--- src/rtl/vgachargen_apb_writer_if.sv ---
// APB completer bundle for the VGA character-generator memory writer.
// Signal names match the APB-side port names of the writer.
interface vgachargen_apb_writer_if;
  logic [15:0] paddr_i;
  logic        psel_i;
  logic        penable_i;
  logic        pwrite_i;
  logic [31:0] pwdata_i;
  logic [3:0]  pstrb_i;
  logic        pready_o;
  logic [31:0] prdata_o;
  logic        pslverr_o;

  modport master (
    output paddr_i, psel_i, penable_i,
    output pwrite_i, pwdata_i, pstrb_i,
    input  pready_o, prdata_o, pslverr_o
  );

  modport slave (
    input  paddr_i, psel_i, penable_i,
    input  pwrite_i, pwdata_i, pstrb_i,
    output pready_o, prdata_o, pslverr_o
  );
endinterface

--- src/rtl/vgachargen_apb_writer.sv ---
// APB completer driving port A of the ch_map, col_map and ch_t_rw BRAMs.
// Glyph writes are 32-bit byte-strobed read-modify-writes of a 128-bit row.
module vgachargen_apb_writer #(
  parameter int unsigned CH_MAP_ADDR_WIDTH  = 12,
  parameter int unsigned CH_MAP_DEPTH       = 2400,
  parameter int unsigned CH_MAP_DATA_WIDTH  = 8,
  parameter int unsigned COL_MAP_ADDR_WIDTH = 12,
  parameter int unsigned COL_MAP_DATA_WIDTH = 8,
  parameter int unsigned CH_T_ADDR_WIDTH    = 7,
  parameter int unsigned CH_T_DATA_WIDTH    = 128
) (
  input  logic clk_i,
  input  logic arstn_i,
  vgachargen_apb_writer_if.slave apb,
  output logic [CH_MAP_ADDR_WIDTH-1:0]  ch_map_addr_o,
  output logic [CH_MAP_DATA_WIDTH-1:0]  ch_map_data_o,
  output logic                          ch_map_wen_o,
  input  logic [CH_MAP_DATA_WIDTH-1:0]  ch_map_data_i,
  output logic [COL_MAP_ADDR_WIDTH-1:0] col_map_addr_o,
  output logic [COL_MAP_DATA_WIDTH-1:0] col_map_data_o,
  output logic                          col_map_wen_o,
  input  logic [COL_MAP_DATA_WIDTH-1:0] col_map_data_i,
  output logic [CH_T_ADDR_WIDTH-1:0]    ch_t_rw_addr_o,
  output logic [CH_T_DATA_WIDTH-1:0]    ch_t_rw_data_o,
  output logic                          ch_t_rw_wen_o,
  input  logic [CH_T_DATA_WIDTH-1:0]    ch_t_rw_data_i
);

  typedef enum logic [1:0] {
    IDLE, ACC1, ACC2
  } state_e;

  typedef enum logic [1:0] {
    RG_CH, RG_COL, RG_GLY, RG_ERR
  } region_e;

  state_e      state_q, state_d;
  region_e     region_q, region_d;
  region_e     dec_rg;
  logic        write_q, write_d;
  logic [11:0] addr_q, addr_d;
  logic [31:0] wdata_q, wdata_d;
  logic [3:0]  strb_q, strb_d;

  logic [11:0] idx;
  logic        in_range;
  logic        setup;
  logic        acc1, acc2;
  logic        is_map;
  logic        done1;
  logic [1:0]  slice;
  logic [31:0] old_slice, new_slice, rd_mux;
  logic [CH_T_DATA_WIDTH-1:0] merged;
  logic        unused_paddr;

  assign unused_paddr = ^apb.paddr_i[1:0];

  assign idx      = apb.paddr_i[13:2];
  assign in_range = 32'(idx) < CH_MAP_DEPTH;
  assign setup    = apb.psel_i & ~apb.penable_i;

  always_comb begin
    dec_rg = RG_ERR;
    unique case (1'b1)
      apb.paddr_i[15:14] == 2'b00:
        dec_rg = in_range ? RG_CH : RG_ERR;
      apb.paddr_i[15:14] == 2'b01:
        dec_rg = in_range ? RG_COL : RG_ERR;
      apb.paddr_i[15:11] == 5'b10000:
        dec_rg = RG_GLY;
      default: dec_rg = RG_ERR;
    endcase
  end

  assign is_map = (region_q == RG_CH) | (region_q == RG_COL);
  assign done1  = (region_q == RG_ERR) | (is_map & write_q);

  always_comb begin
    state_d  = state_q;
    region_d = region_q;
    write_d  = write_q;
    addr_d   = addr_q;
    wdata_d  = wdata_q;
    strb_d   = strb_q;
    unique case (state_q)
      IDLE: begin
        if (setup) begin
          region_d = dec_rg;
          write_d  = apb.pwrite_i;
          addr_d   = idx;
          wdata_d  = apb.pwdata_i;
          strb_d   = apb.pstrb_i;
          state_d  = ACC1;
        end
      end
      ACC1: begin
        if (!apb.psel_i || done1) state_d = IDLE;
        else                      state_d = ACC2;
      end
      ACC2:    state_d = IDLE;
      default: state_d = IDLE;
    endcase
  end

  always_ff @(posedge clk_i or negedge arstn_i) begin
    if (!arstn_i) begin
      state_q  <= IDLE;
      region_q <= RG_ERR;
      write_q  <= 1'b0;
      addr_q   <= '0;
      wdata_q  <= '0;
      strb_q   <= '0;
    end else begin
      state_q  <= state_d;
      region_q <= region_d;
      write_q  <= write_d;
      addr_q   <= addr_d;
      wdata_q  <= wdata_d;
      strb_q   <= strb_d;
    end
  end

  // Access-phase outputs vanish as soon as the master drops psel.
  assign acc1  = (state_q == ACC1) & apb.psel_i;
  assign acc2  = (state_q == ACC2) & apb.psel_i;
  assign slice = addr_q[1:0];

  always_comb begin
    old_slice = ch_t_rw_data_i[{slice, 5'b0} +: 32];
    new_slice = old_slice;
    for (int b = 0; b < 4; b++) begin
      if (strb_q[b]) new_slice[8*b +: 8] = wdata_q[8*b +: 8];
    end
    merged = ch_t_rw_data_i;
    merged[{slice, 5'b0} +: 32] = new_slice;
  end

  always_comb begin
    rd_mux = '0;
    unique case (region_q)
      RG_CH:   rd_mux = 32'(ch_map_data_i);
      RG_COL:  rd_mux = 32'(col_map_data_i);
      RG_GLY:  rd_mux = old_slice;
      default: rd_mux = '0;
    endcase
  end

  assign apb.pready_o  = (acc1 & done1) | acc2;
  assign apb.pslverr_o = acc1 & (region_q == RG_ERR);
  assign apb.prdata_o  = (acc2 & ~write_q) ? rd_mux : '0;

  assign ch_map_addr_o  = addr_q[CH_MAP_ADDR_WIDTH-1:0];
  assign ch_map_data_o  = wdata_q[CH_MAP_DATA_WIDTH-1:0];
  assign ch_map_wen_o   = acc1 & (region_q == RG_CH) & write_q & strb_q[0];

  assign col_map_addr_o = addr_q[COL_MAP_ADDR_WIDTH-1:0];
  assign col_map_data_o = wdata_q[COL_MAP_DATA_WIDTH-1:0];
  assign col_map_wen_o  = acc1 & (region_q == RG_COL) & write_q & strb_q[0];

  assign ch_t_rw_addr_o = addr_q[CH_T_ADDR_WIDTH+1:2];
  assign ch_t_rw_wen_o  = acc2 & (region_q == RG_GLY) & write_q;
  assign ch_t_rw_data_o = ch_t_rw_wen_o ? merged : '0;

endmodule

--- src/flat_wrapper.sv ---
// flat-port wrapper written by rule: the top's interface ports become plain ports
module vgachargen_apb_writer_flat 
#(
  parameter int unsigned CH_MAP_ADDR_WIDTH  = 12,
  parameter int unsigned CH_MAP_DEPTH       = 2400,
  parameter int unsigned CH_MAP_DATA_WIDTH  = 8,
  parameter int unsigned COL_MAP_ADDR_WIDTH = 12,
  parameter int unsigned COL_MAP_DATA_WIDTH = 8,
  parameter int unsigned CH_T_ADDR_WIDTH    = 7,
  parameter int unsigned CH_T_DATA_WIDTH    = 128
)
  (clk_i, arstn_i, ch_map_addr_o, ch_map_data_o, ch_map_wen_o, ch_map_data_i, col_map_addr_o, col_map_data_o, col_map_wen_o, col_map_data_i, ch_t_rw_addr_o, ch_t_rw_data_o, ch_t_rw_wen_o, ch_t_rw_data_i, apb_paddr_i, apb_psel_i, apb_penable_i, apb_pwrite_i, apb_pwdata_i, apb_pstrb_i, apb_pready_o, apb_prdata_o, apb_pslverr_o);
  vgachargen_apb_writer_if apb_i ();
  input  logic clk_i;
  input  logic arstn_i;
  output logic [CH_MAP_ADDR_WIDTH-1:0] ch_map_addr_o;
  output logic [CH_MAP_DATA_WIDTH-1:0] ch_map_data_o;
  output logic ch_map_wen_o;
  input  logic [CH_MAP_DATA_WIDTH-1:0] ch_map_data_i;
  output logic [COL_MAP_ADDR_WIDTH-1:0] col_map_addr_o;
  output logic [COL_MAP_DATA_WIDTH-1:0] col_map_data_o;
  output logic col_map_wen_o;
  input  logic [COL_MAP_DATA_WIDTH-1:0] col_map_data_i;
  output logic [CH_T_ADDR_WIDTH-1:0] ch_t_rw_addr_o;
  output logic [CH_T_DATA_WIDTH-1:0] ch_t_rw_data_o;
  output logic ch_t_rw_wen_o;
  input  logic [CH_T_DATA_WIDTH-1:0] ch_t_rw_data_i;
  input wire logic [$bits(apb_i.paddr_i)-1:0] apb_paddr_i;
  input wire logic [$bits(apb_i.psel_i)-1:0] apb_psel_i;
  input wire logic [$bits(apb_i.penable_i)-1:0] apb_penable_i;
  input wire logic [$bits(apb_i.pwrite_i)-1:0] apb_pwrite_i;
  input wire logic [$bits(apb_i.pwdata_i)-1:0] apb_pwdata_i;
  input wire logic [$bits(apb_i.pstrb_i)-1:0] apb_pstrb_i;
  output wire logic [$bits(apb_i.pready_o)-1:0] apb_pready_o;
  output wire logic [$bits(apb_i.prdata_o)-1:0] apb_prdata_o;
  output wire logic [$bits(apb_i.pslverr_o)-1:0] apb_pslverr_o;
  assign apb_i.paddr_i = apb_paddr_i;
  assign apb_i.psel_i = apb_psel_i;
  assign apb_i.penable_i = apb_penable_i;
  assign apb_i.pwrite_i = apb_pwrite_i;
  assign apb_i.pwdata_i = apb_pwdata_i;
  assign apb_i.pstrb_i = apb_pstrb_i;
  assign apb_pready_o = apb_i.pready_o;
  assign apb_prdata_o = apb_i.prdata_o;
  assign apb_pslverr_o = apb_i.pslverr_o;
  vgachargen_apb_writer #(.CH_MAP_ADDR_WIDTH(CH_MAP_ADDR_WIDTH), .CH_MAP_DEPTH(CH_MAP_DEPTH), .CH_MAP_DATA_WIDTH(CH_MAP_DATA_WIDTH), .COL_MAP_ADDR_WIDTH(COL_MAP_ADDR_WIDTH), .COL_MAP_DATA_WIDTH(COL_MAP_DATA_WIDTH), .CH_T_ADDR_WIDTH(CH_T_ADDR_WIDTH), .CH_T_DATA_WIDTH(CH_T_DATA_WIDTH)) u_core (.clk_i(clk_i), .arstn_i(arstn_i), .apb(apb_i), .ch_map_addr_o(ch_map_addr_o), .ch_map_data_o(ch_map_data_o), .ch_map_wen_o(ch_map_wen_o), .ch_map_data_i(ch_map_data_i), .col_map_addr_o(col_map_addr_o), .col_map_data_o(col_map_data_o), .col_map_wen_o(col_map_wen_o), .col_map_data_i(col_map_data_i), .ch_t_rw_addr_o(ch_t_rw_addr_o), .ch_t_rw_data_o(ch_t_rw_data_o), .ch_t_rw_wen_o(ch_t_rw_wen_o), .ch_t_rw_data_i(ch_t_rw_data_i));
endmodule
--- config.mk ---
export PLATFORM = sky130hd
export DESIGN_NAME = vgachargen_apb_writer_flat
export DESIGN_NICKNAME = d
export VERILOG_FILES = /design/src/rtl/vgachargen_apb_writer_if.sv /design/src/rtl/vgachargen_apb_writer.sv /design/src/flat_wrapper.sv
export SDC_FILE = /design/constraint.sdc
export NUM_CORES = 1
export LEC_CHECK = 0
export CORE_AREA = 8 8 153 155
export DETAILED_ROUTE_END_ITERATION = 8
export DIE_AREA = 0 0 161 163
export PLACE_DENSITY = 0.73
export SYNTH_ARGS = -nofsm -noshare
export SYNTH_HDL_FRONTEND = slang
export SYNTH_SLANG_ARGS = --single-unit
--- constraint.sdc ---
create_clock -name clk_i -period 2.26 [get_ports clk_i]
set_input_delay 0.226 -clock clk_i [delete_from_list [all_inputs] [get_ports clk_i]]
set_output_delay 0.226 -clock clk_i [all_outputs]
set_load 0.005 [all_outputs]
==> out/notes.md, run 1 <==
The finished cells cover 14000 sq um. The final tally of max-slew violations was 0. For the total number of yosys warnings, the log shows 0. The total of endpoints with negative setup slack in the final report came out at 122. In the setup report, the worst path falls into the class register to primary output.

TritonCTS built the clock tree. Per the OpenROAD floorplan log, the height of the die is 163 um. Net count of the mapped netlist: 1072. The run finished, with violations left.

The run gives 52.5% for the remaining max-slew budget at the tightest pin. Area growth from synthesis to layout: 113%. Counting every sink on the clock net gives 53. The logs give 0.00739 ns for the largest clock skew in the final design and 20800 sq um for the core area.

For the pin with the worst max-slew slack, the measured transition is 0.713 ns. As reported, the later end of the worst-skew pair has a clock insertion delay of 0.29 ns. With the arrival time at the worst endpoint at 2.30 ns, the I/O pin count is 413. Instance tally after logic synthesis: 866. Max-cap violations in this run came to 0. After detailed placement, the total cell area comes to 11200 sq um. Initial DRC count: 643. Synthesis inferred 53 register bits. The final reports fail on negative setup slack. Buffers inserted during clock tree synthesis total 5. For this design, Yosys synthesis ends with a cell count of 866. The global-route congestion overflow total was 0. The run gives 53 as the placement row count. The required arrival time at the worst endpoint was 2.03 ns. The detailed-route vias per instance is 5.50. For the post-layout worst setup margin, the log shows -0.268 ns. The logs give 4 for the initial antenna violation count and 0 for the number of endpoints with negative hold slack in the final report. Setup repair after global routing could not meet its margin everywhere. Number of synthesized flops with an enable pin: 0.

In this run the worst hold path is classified as input pin to register. The commonest register cell is dfrtp_1. The proportion of layout cells with a drive suffix above 1 works out to 49.2%.
## run 1: flip-flops by register name, summed over array words and instances (netlist names)
register	flops
u_core.wdata_q	32
u_core.ch_map_addr_o	12
u_core.strb_q	4
u_core.region_q	2
u_core.state_q	2
u_core.write_q	1
## run 1: cells by family (layout without fill, tap and decap cells)
logic type	count (synthesis)	after routing	synth area share, %
AND-OR/OR-AND	201	201	21.3
adder cells (fa/ha/maj)	5	5	0.951
buffers and inverters	116	614	9.97
flip-flops	53	53	20.2
multiplexers	120	120	19.2
other	0	2	0
AND/OR/NAND/NOR	371	371	28.4
## run 1: synthesized netlist by cell type, types with 2 or more instances
library cell  instances  share of area [%]
a211oi_1             25                2.9
a21oi_1             130                9.9
and2_1               25                2.4
buf_1                 2               0.11
buf_2                19                1.4
buf_4                48                5.5
buf_6                 2               0.34
clkbuf_1             39                2.2
dfrtp_1              51                 19
dfstp_2               2               0.80
ha_1                  5               0.95
inv_1                 4               0.23
mux2_2               47                8.0
mux2i_1              73                 11
nand2_1              40                2.3
nand2b_1              8               0.76
nor2_1              154                8.8
nor2b_1             128                 12
nor3_1                3               0.23
nor4_1                2               0.19
o21ai_0               3               0.23
o221ai_2             32                7.3
o22ai_1               9               0.86
or2_1                 4               0.38
## run 1: report_power, final
group          internal [uW]  switching (uW)
combinational           2820            2700
sequential              1140             196
clock                    554             345
## run 1: through the flow
stage | cells | power [uW]
2_1_floorplan | 866 | 3230
3_3_place_gp | 1527 | 4690
3_5_place_dp | 1527 | 4720
4_1_cts | 1613 | 6800
5_1_grt | 1641 | 8060
6_report | 1641 | 7750
## run 1: layout make-up
cell class	count	area [sq um]
fill	1633	6840
multi-input combinational	697	6440
timing repair buffer	601	5660
sequential	53	1330
tap	275	344
clock buffer	7	143
clock inverter	1	30.0
inverter	5	23.8
antenna	2	5.00
## run 1: worst paths after layout
| check | from | end | cells past startpoint |
|---|---|---|---|
| max reg2reg | u_core.state_q[0] | u_core.wdata_q[28] | 4 |
| min in group asynchronous | arstn_i | u_core.wdata_q[6] | 2 |
| max | u_core.ch_map_addr_o[1] | ch_t_rw_data_o[116] | 10 |
| min | apb_paddr_i[14] | u_core.region_q[0] | 3 |
| min reg2reg | u_core.wdata_q[13] | u_core.wdata_q[13] | 1 |
| max in group asynchronous | arstn_i | u_core.region_q[1] | 3 |
## run 1: repair_timing
action	4_1_cts	5_1_grt
gates cloned	8	3
hold buffers	1	0
buffers inserted	71	41
pin swaps	90	182
gates resized	734	349
endpoints found under the setup margin	163	161
endpoints found under the hold margin	17	0
## run 1: critical path, cell delays in order (launching register included)
cell     delay, ns
dfrtp_4       0.56
inv_4         0.11
ha_4          0.24
nor4b_4       0.24
buf_4         0.18
buf_12        0.12
buf_12        0.14
buf_6         0.10
a21oi_2       0.04
nor2_1        0.11
buf_2         0.15
## run 1: routing by layer
metal	vias up	GRT usage, %	routed length, um
met3	146	5.54	3160
met1	4404	35.1	16400
met2	502	48.8	20300
li1	3966	-	-
met5	-	0	23
met4	4	12.4	2120
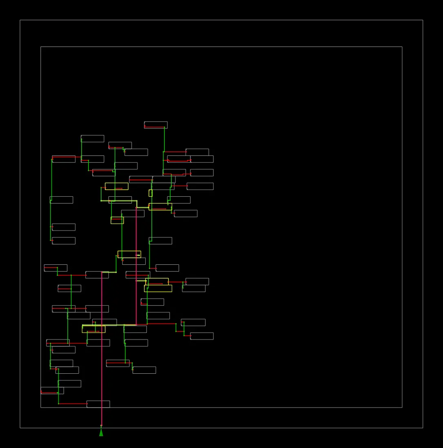
run_1/clocks.png
count of sequential standard cells: 53
number of clock-tree buffers in the layout: 7

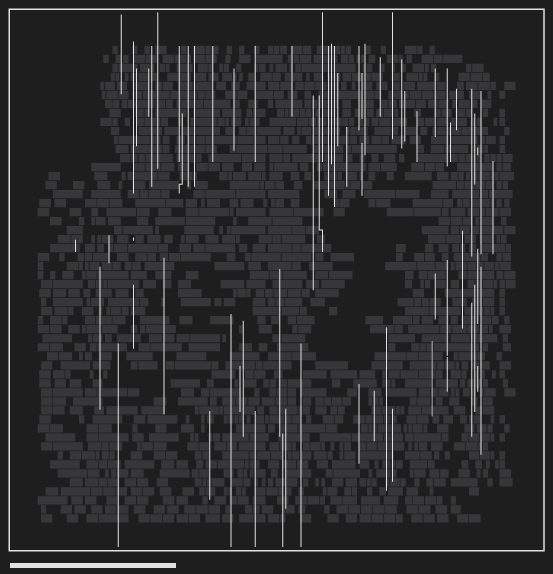
run_1/layer_met4.png
The bar under the picture is 50 um long.
The longest straight run is 70.0 um. The layer carries 2120 um of wire.
Vias: 9022
Total Wirelength: 42000 um

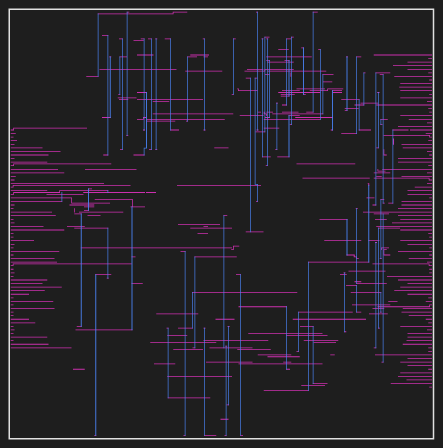
run_1/wires.png
Two of the layers only.
Key: metal 3 = magenta [wire length 3160 um]; metal 4 = blue [wire length 2120 um]
global-route usage over all layers: 28.8%
Avg WL per Cell: 25.6 um

--- run 2 (diff from run 1) ---
--- a/config.mk
+++ b/config.mk
@@ -9,6 +9,7 @@
 export DETAILED_ROUTE_END_ITERATION = 8
 export DIE_AREA = 0 0 161 163
 export PLACE_DENSITY = 0.73
+export SLEW_MARGIN = 20
 export SYNTH_ARGS = -nofsm -noshare
 export SYNTH_HDL_FRONTEND = slang
 export SYNTH_SLANG_ARGS = --single-unit
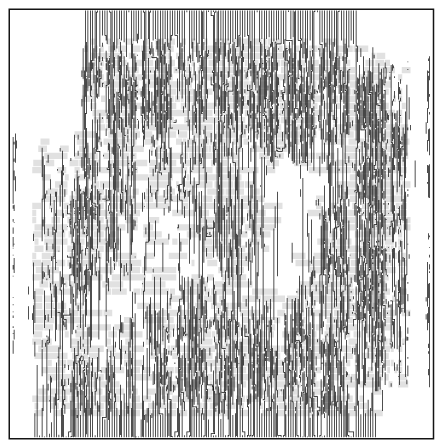
run_2/layer_met2.png
The wires run mostly vertical. The layer carries 20.3 mm of wire.

==> out/notes.md, run 2 <==
From the final report, the count of setup violators was given as 122. The flip-flop count of the largest register after layout was 32. The pin closest to its max-slew limit shows a slew of 0.713 ns. The post-layout worst setup margin is -0.268 ns. The largest clock skew in the final design is 0.00739 ns, and the overall routing resource usage is 28.8%. Setup repair after global routing could not meet its margin everywhere. After floorplanning, the core was divided into 53 placement rows. The run gives 0 for the number of synthesized flops with an enable pin. Net switching is 41.8% of the power.

The CTS log lists the clock sinks for this run as 53. The flow ran to the end, but the final reports show violations. Per the detail_route report, the via count comes to 9022. For the final total power, the log shows 7750 uW.

The class of the most critical hold timing path was input pin to register. In the final report, the number of hold violations comes to 0. Detailed-route wire length per cell: 25.6 um. The flow reports that the clock network draws 11.6% of the design power.

TritonCTS built the clock tree. At the worst endpoint, the required time is 2.03 ns. The run gives 0 for the reported max-cap violation count. Per the placement report, the placed cell count is 1527.

Excluding fillers, the count of instances in the completed layout stands at 1641. In the post-synthesis netlist, the biggest area contributors are dfrtp_1 (19%), nor2b_1 (12%), mux2i_1 (11%). The routed design shows a via density per instance of 5.50.

u_core.wdata_q holds more flip-flops than any other register. The final reports fail on negative setup slack.
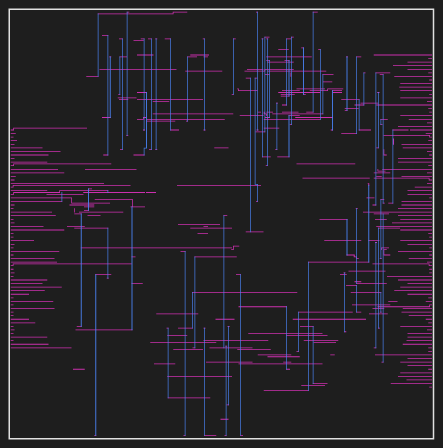
run_2/wires.png
Two of the layers only.
Key: metal 4 = blue [wire length 2120 um]; metal 3 = magenta [wire length 3160 um]

[run 2: cell counts after synthesis]
Identical to the previous run, type by type.
[run 2: per-stage QoR]
stage	hold WS (ns)	TNS [ns]	cell area, sq um
after floorplan	-0.0696	0	6580
after global placement	0.302	-22.78	11200
after detailed placement	0.308	-26.02	11200
after CTS	0.456	-14.71	12800
after global routing	0.477	-21.61	14000
final	0.463	-13.97	14000
[run 2: layout make-up]
class / instances / area (sq um)
timing repair buffer: 601 / 5660
multi-input combinational: 697 / 6440
fill: 1633 / 6840
tap: 275 / 344
clock inverter: 1 / 30.0
antenna: 2 / 5.00
sequential: 53 / 1330
clock buffer: 7 / 143
inverter: 5 / 23.8
[run 2: routing by layer]
| metal | track usage, % | vias up | share of wire [%] |
|---|---|---|---|
| li1 | - | 3966 | - |
| met2 | 48.8 | 502 | 48 |
| met5 | 0 | - | 0.055 |
| met1 | 35.1 | 4404 | 39 |
| met3 | 5.54 | 146 | 7.5 |
| met4 | 12.4 | 4 | 5.0 |
[run 2: path summary, 6_finish.rpt]
kind / from / to / slack (ns) / depth (start not counted)
setup / recovery: u_core.ch_map_addr_o[1] / ch_t_rw_data_o[116] / -0.27 / 10
hold / removal: apb_paddr_i[14] / u_core.region_q[0] / 0.46 / 3
setup reg to reg: u_core.state_q[0] / u_core.wdata_q[28] / 0.60 / 4
hold reg to reg: u_core.wdata_q[13] / u_core.wdata_q[13] / 0.51 / 1
max in group asynchronous: arstn_i / u_core.region_q[1] / 1.06 / 3
min in group asynchronous: arstn_i / u_core.wdata_q[6] / 0.52 / 2
[run 2: repair_timing]
action                                  CTS  global route
endpoints found under the setup margin  163           161
hold endpoints to repair                 17             0
gates resized                           734           349
buffers inserted                         71            41
hold buffers                              1             0
cloned                                    8             3
pin swaps                                90           182
[run 2: logic make-up after synthesis]
logic type / count (synthesis) / share of synthesized area, %
and+or+nand+nor: 371 / 28.4
adders and majority gates: 5 / 0.951
muxes: 120 / 19.2
buffers and inverters: 116 / 9.97
DFF: 53 / 20.2
AOI/OAI and AO/OA: 201 / 21.3
[run 2: critical path: stages (launching register included)]
cell     delay [ns]
dfrtp_4        0.56
inv_4          0.11
ha_4           0.24
nor4b_4        0.24
buf_4          0.18
buf_12         0.12
buf_12         0.14
buf_6          0.10
a21oi_2        0.04
nor2_1         0.11
buf_2          0.15
[run 2: power by group through the flow]
stage               Clock [uW]  Combinational (uW)  Sequential (uW)
global route               950                5750             1360
floorplan                    0                1960             1270
finish                     899                5520             1340
detailed placement           0                3390             1330
CTS                        920                4560             1320
global placement             0                3370             1320
run_2/layer_met4.png
The bar under the picture is 50 um long.
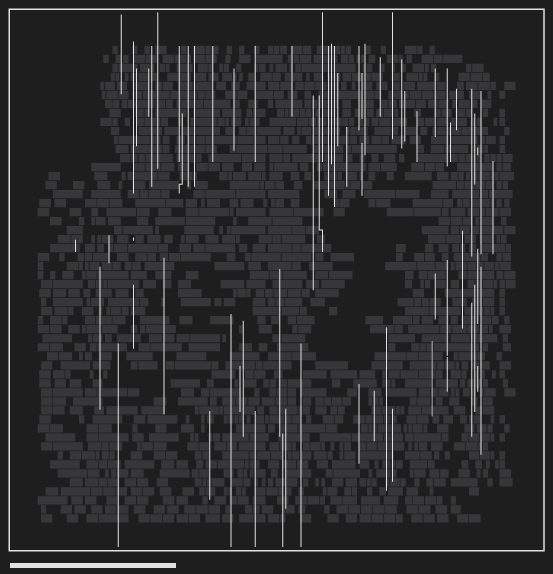

--- run 3 (diff from run 2) ---
--- a/config.mk
+++ b/config.mk
@@ -5,10 +5,12 @@
 export SDC_FILE = /design/constraint.sdc
 export NUM_CORES = 1
 export LEC_CHECK = 0
+export CAP_MARGIN = 20
 export CORE_AREA = 8 8 153 155
 export DETAILED_ROUTE_END_ITERATION = 8
 export DIE_AREA = 0 0 161 163
 export PLACE_DENSITY = 0.73
+export SKIP_LAST_GASP = 1
 export SLEW_MARGIN = 20
 export SYNTH_ARGS = -nofsm -noshare
 export SYNTH_HDL_FRONTEND = slang
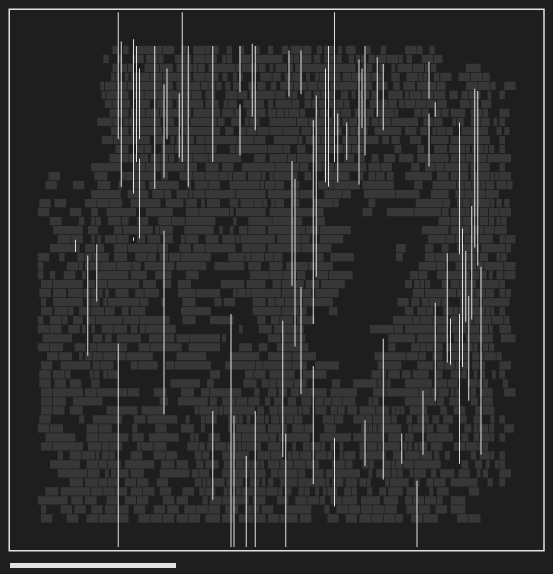
run_3/layer_met4.png
The bar under the picture is 50 um long.
60 nets have wire on it. The longest straight run is 70.0 um. The layer carries 2130 um of wire. The layer holds 5.0% of the routed length.

==> out/notes.md, run 3 <==
The flow ran to the end, but the final reports show violations. The checks that failed: negative setup slack. The logs give 14200 sq um for the summed area of non-filler cells in the final layout and 1072 for the net count of the mapped netlist.

Per the breakdown, switching nets consume 41.1% of all power. Endpoints failing hold in the final report were tallied at 0. The critical path endpoint has a required time of 2.03 ns. For the placement row count, the log shows 53.

Slowest library cell on the worst path: dfrtp_4. With the synthesized-area fraction occupied by and/or/nand/nor cells at 28.4%, the total of endpoints with negative setup slack in the final report is 128. The register with the most flip-flops in the layout has 32 of them. The max-slew check reports its worst relative slack as 52.8%. For this design the total switching power over the nets is 3280 uW. For this design, the sink count on the clock tree is 53. The report puts the cell count of the worst reg-to-reg path at 4.

The area growth from synthesis to layout is 116%. The synthesis report names the predominant flop master as dfrtp_1. The most common cell in the synthesized netlist is nor2_1. The detailed-route vias per instance is 5.48.

For reference, the final report shows the max-slew violation count at 0. After synthesis, the design contains 866 cells according to Yosys. The total detailed-routing wirelength is 42400 um.

The run gives -0.314 ns for the post-layout worst setup margin. For the initial antenna violation count, the log shows 3. Sorting the synthesized cells by how often they occur yields nor2_1 (154), a21oi_1 (130), nor2b_1 (128). The transition time at the pin with the least slew margin is 0.708 ns.

Summing the areas of all compound-gate instances in the mapped netlist gives 21.3% of the synthesized area. The post-placement cell area is 11200 sq um. Clock latency on the worst-skew pair, taken at its later pin, is 0.29 ns.

By area the synthesized netlist is led by dfrtp_1 (19%), nor2b_1 (12%), mux2i_1 (11%). After detailed routing, the average wire length per cell comes to 25.3 um. STA reports a reg2reg setup slack of 0.57 ns. The run gives 20800 sq um for the core area. In this run the maximum-capacitance check reported violations numbering 0.

Overall routing resource usage: 28.5%. The cell-mix breakdown from Yosys lists the XOR/XNOR area share as 0%. Synthesis handed over a netlist of 866 instances.

The first element of the critical path is u_core.ch_map_addr_o[1]. Of the post-synthesis cell area, the part taken by muxes is 19.2%.
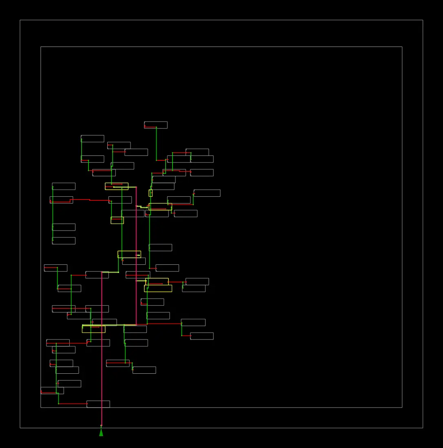
run_3/clocks.png
CTS buffer count: 5
Layout Skew: 0.00681 ns

-- run 3: cell counts after synthesis --
Identical to the previous run, type by type.
-- run 3: worst min-delay path, stage by stage --
cell and delay (ns):
clkdlybuf4s50_1 0.40, inv_1 0.05, a31oi_1 0.07
-- run 3: cells by family after synthesis --
kind of cell / count (synthesis)
simple gates: 371
buf+inv: 116
fa+ha+maj: 5
compound gates: 201
mux: 120
flops: 53
-- run 3: stage by stage --
step / setup TNS (ns) / total power, uW / hold slack (ns) / std cells
2_1_floorplan: 0 / 3230 / -0.0696 / 866
4_1_cts: -23.57 / 6730 / 0.456 / 1613
3_5_place_dp: -26.02 / 4720 / 0.308 / 1527
3_3_place_gp: -22.78 / 4690 / 0.302 / 1527
5_1_grt: -25.83 / 8300 / 0.477 / 1673
6_report: -17.52 / 7980 / 0.464 / 1673
-- run 3: power groups by stage --
| stage | clock (uW) | combinational [uW] | sequential (uW) |
|---|---|---|---|
| after floorplan | 0 | 1960 | 1270 |
| after detailed placement | 0 | 3390 | 1330 |
| after global placement | 0 | 3370 | 1320 |
| after global routing | 951 | 5980 | 1360 |
| final | 899 | 5740 | 1340 |
| after CTS | 920 | 4490 | 1320 |
-- run 3: how the worst min path moves through the flow --
| stage | from | to | slack, ns | cells past startpoint |
|---|---|---|---|---|
| 5_1_grt | apb_paddr_i[14] | u_core.region_q[0] | 0.48 | 3 |
| 3_5_place_dp | arstn_i | u_core.wdata_q[6] | 0.31 | 1 |
| 6_report | apb_paddr_i[14] | u_core.region_q[0] | 0.46 | 3 |
| 2_1_floorplan | arstn_i | u_core.ch_map_addr_o[0] | -0.07 | 0 |
| 3_3_place_gp | arstn_i | u_core.wdata_q[6] | 0.30 | 1 |
| 4_1_cts | apb_paddr_i[14] | u_core.region_q[0] | 0.46 | 3 |
-- run 3: what timing repair did --
item / 4_1_cts / 5_1_grt
resized: 592 / 420
hold buffers: 1 / 0
endpoints found under the hold margin: 17 / 0
setup buffers: 71 / 76
pin swaps: 87 / 166
gates cloned: 8 / 2
endpoints found under the setup margin: 163 / 164
-- run 3: metal layers --
layer | vias up | global-route usage [%] | wire length (um)
met5 | - | 0 | 23
met4 | 4 | 12.3 | 2130
met3 | 145 | 6.02 | 2870
met2 | 512 | 48.3 | 20500
met1 | 4473 | 34.4 | 16800
li1 | 4042 | - | -
-- run 3: final cells by class --
class,instances,area [sq um],area share (%)
sequential,53,1330,9.37
inverter,5,23.8,0.167
clock buffer,7,143,1.00
antenna,1,2.50,0.0176
tap,275,344,2.42
timing repair buffer,634,6030,42.4
multi-input combinational,697,6330,44.5
clock inverter,1,30.0,0.211
Power and IR drop assume default switching activity.
